--- config.mk ---
export PLATFORM = sky130hd
export DESIGN_NAME = mem_port_arbiter
export DESIGN_NICKNAME = d
export VERILOG_FILES = /design/src/rtl/mem_port_arbiter.sv
export SDC_FILE = /design/constraint.sdc
export NUM_CORES = 1
export LEC_CHECK = 0
export CAP_MARGIN = 30
export CORE_AREA = 5 5 119 121
export CTS_CLUSTER_SIZE = 30
export DETAILED_ROUTE_END_ITERATION = 10
export DIE_AREA = 0 0 124 126
export GPL_TIMING_DRIVEN = 0
export PLACE_DENSITY_LB_ADDON = 0.3
export SYNTH_ARGS = -nofsm -noshare
export SYNTH_HDL_FRONTEND = slang
export SYNTH_SLANG_ARGS = --single-unit
--- constraint.sdc ---
create_clock -name clk -period 1.7 [get_ports clk]
set_clock_uncertainty 0.2 [all_clocks]
set_input_delay 0.17 -clock clk [delete_from_list [all_inputs] [get_ports clk]]
set_output_delay 0.17 -clock clk [all_outputs]
set_load 0.1 [all_outputs]
--- src/rtl/mem_port_arbiter.sv ---
`default_nettype none
// ============================================================================
// Module   : mem_port_arbiter
// Purpose  : Round-robin arbiter and sequencer that shares the single
//            load/store port of cache_system between the integer path
//            (port 0) and the floating-point flw/fsw path (port 1). The
//            granted requester stays locked to the port for a whole miss.
//            A saturating counter records the cycles in which both ports
//            requested.
// Revision : 1.0 - initial release
// ============================================================================
module mem_port_arbiter #(
    parameter int AW = 32,
    parameter int DW = 32,
    parameter int CW = 16
) (
    input  logic          clk,
    input  logic          reset,          // asynchronous, active low

    input  logic          re0,
    input  logic          we0,
    input  logic [AW-1:0] addr0,
    input  logic [DW-1:0] wd0,
    output logic [DW-1:0] rd0,
    output logic          stall0,
    output logic          done0,

    input  logic          re1,
    input  logic          we1,
    input  logic [AW-1:0] addr1,
    input  logic [DW-1:0] wd1,
    output logic [DW-1:0] rd1,
    output logic          stall1,
    output logic          done1,

    output logic          c_re,
    output logic          c_we,
    output logic [AW-1:0] c_addr,
    output logic [DW-1:0] c_wd,
    input  logic [DW-1:0] c_rd,
    input  logic          c_stall,

    output logic [CW-1:0] conflict_cnt
);

    typedef enum logic [0:0] {
        IDLE = 1'b0,
        HOLD = 1'b1
    } state_t;

    localparam logic [CW-1:0] CNT_MAX = {CW{1'b1}};
    localparam logic [CW-1:0] CNT_ONE = {{(CW-1){1'b0}}, 1'b1};

    state_t        state_q, state_d;
    logic          owner_q, owner_d;
    logic          prio_q,  prio_d;
    logic [CW-1:0] cnt_q,   cnt_d;

    logic          req0, req1;
    logic          sel;         // port currently connected to the cache
    logic          sel_vld;     // a port is connected this cycle
    logic          grant_done;  // the connected access completes this cycle

    assign req0 = re0 | we0;
    assign req1 = re1 | we1;

    // Next-state logic: pick the connected port and decide lock/release.
    // In HOLD the selection comes only from owner_q, so c_stall never
    // reaches the address/data mux.
    always_comb begin
        state_d    = state_q;
        owner_d    = owner_q;
        prio_d     = prio_q;
        sel        = 1'b0;
        sel_vld    = 1'b0;
        grant_done = 1'b0;
        case (state_q)
            IDLE: begin
                sel_vld = req0 | req1;
                sel     = (req0 & req1) ? prio_q : req1;
                if (sel_vld) begin
                    if (!c_stall) begin
                        grant_done = 1'b1;
                        prio_d     = ~sel;
                    end else begin
                        owner_d = sel;
                        state_d = HOLD;
                    end
                end
            end
            HOLD: begin
                // Owner keeps the port even if it illegally drops its request.
                sel     = owner_q;
                sel_vld = 1'b1;
                if (!c_stall) begin
                    grant_done = 1'b1;
                    prio_d     = ~owner_q;
                    state_d    = IDLE;
                end
            end
            default: begin
                state_d = IDLE;
            end
        endcase
    end

    // Output steering: connected port drives the cache; everything is
    // forced to zero while reset is asserted.
    always_comb begin
        c_re   = 1'b0;
        c_we   = 1'b0;
        c_addr = '0;
        c_wd   = '0;
        rd0    = '0;
        rd1    = '0;
        done0  = 1'b0;
        done1  = 1'b0;
        stall0 = 1'b0;
        stall1 = 1'b0;
        if (reset) begin
            if (sel_vld) begin
                if (sel) begin
                    c_we   = we1;
                    c_re   = re1 & ~we1;   // read+write is treated as a write
                    c_addr = addr1;
                    c_wd   = wd1;
                    rd1    = c_rd;
                    done1  = grant_done;
                end else begin
                    c_we   = we0;
                    c_re   = re0 & ~we0;
                    c_addr = addr0;
                    c_wd   = wd0;
                    rd0    = c_rd;
                    done0  = grant_done;
                end
            end
            stall0 = req0 & ~done0;
            stall1 = req1 & ~done1;
        end
    end

    // Conflict counter: count cycles with both ports requesting, saturating.
    always_comb begin
        cnt_d = cnt_q;
        if (req0 && req1 && (cnt_q != CNT_MAX)) begin
            cnt_d = cnt_q + CNT_ONE;
        end
    end

    // State registers with asynchronous active-low reset.
    always_ff @(posedge clk or negedge reset) begin
        if (!reset) begin
            state_q <= IDLE;
            owner_q <= 1'b0;
            prio_q  <= 1'b0;
            cnt_q   <= '0;
        end else begin
            state_q <= state_d;
            owner_q <= owner_d;
            prio_q  <= prio_d;
            cnt_q   <= cnt_d;
        end
    end

    assign conflict_cnt = cnt_q;

endmodule
`default_nettype wire
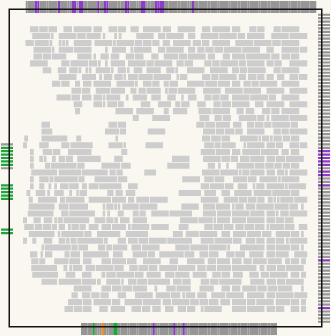
Figure 1: pin placement.
Pins as bars across the die edge, other pins in gray.
`conflict_cnt`: in green, pins 16, direction output, edge 13 west, 3 south. `we0`: in orange, pins 1, direction input, edge south. `c_wd`: in purple, pins 32, direction output, edge 19 north, 10 east, 3 south.
All pins by edge: 126 north, 91 east, 85 south, 15 west.

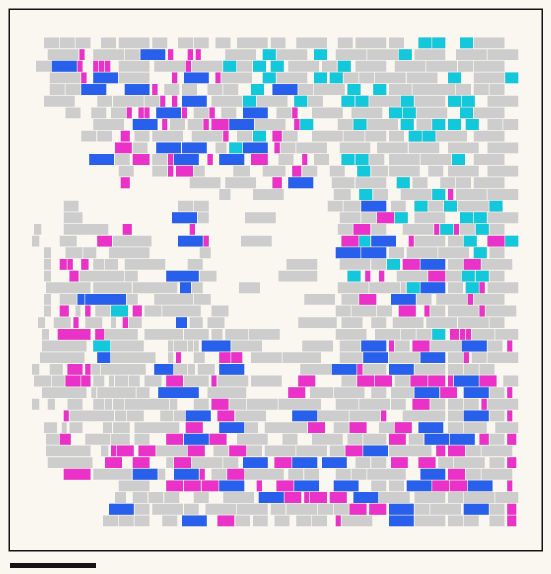
Figure 2: gate families picked out.
Scale bar: 20 µm.
AND and OR gates: in cyan, cells 66, most used and2_4. inverting AOI/OAI gates: in blue, cells 74, most used a21oi_4. NAND gates: in magenta, cells 155, most used nand2_1, where spread over the die.

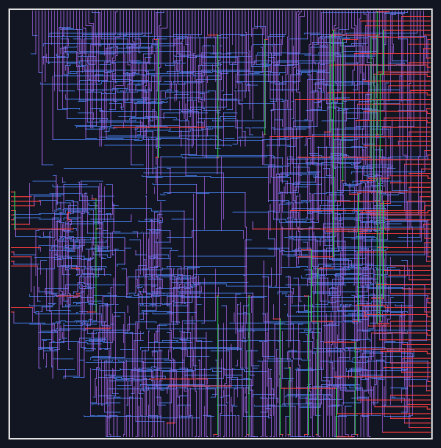
Figure 3: routed metal, one color a layer.
met3: in red, wire length 1,540 µm. met2: in purple, wire length 12,100 µm. met1: in blue, wire length 7,220 µm. met4: in green, wire length 858 µm.

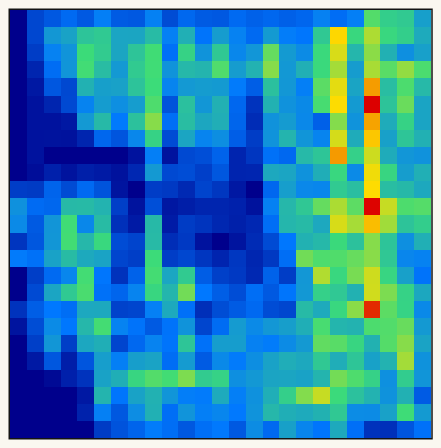
Figure 4: signal metal coverage by tile.
The die is cut into 25 by 25 equal tiles; dark blue is low, red is high, scaled to the fullest tile. Values are wire area over tile area, all layers added.
The fullest tile reaches 0.74. The mean over all tiles is 0.23. 5.9% of the tiles are nearly empty. 13% of the tiles are over half the peak.

==> impl_metrics.json <==
{
  "syn_area_per_cell_um2": 6.16,
  "cts_tree": "built",
  "worst_skew_pair.late_latency_ns": 0.25,
  "antenna_found_initial": 4,
  "status": "complete, but fails checks",
  "powerComb_uw": 7240,
  "routedWlPerCell_um": 23.7,
  "finish.instance_area_mm2": 0.00946,
  "cts_made_buffers": 3,
  "final_util_pct": 72.9,
  "slew_violations": 0,
  "endpoint_kind": "output pin",
  "clkCellAreaFrac_pct": 0.833,
  "hold_class": "in2async",
  "netlist_area_mm2": 0.00243,
  "setup-violations-final": 148,
  "lay_top_count": "clkdlybuf4s50_1",
  "violations": "negative setup slack",
  "largest_reg_flops": 16,
  "regArea_um2": 531,
  "grt_max_degree": 20,
  "max_slew.worst_pin.slew_ns": 0.854,
  "setup_ws_ns": -0.631,
  "grt_pass1_vias": 4592,
  "synth_cell_types": 37,
  "met1_length_mm": 7.22
}
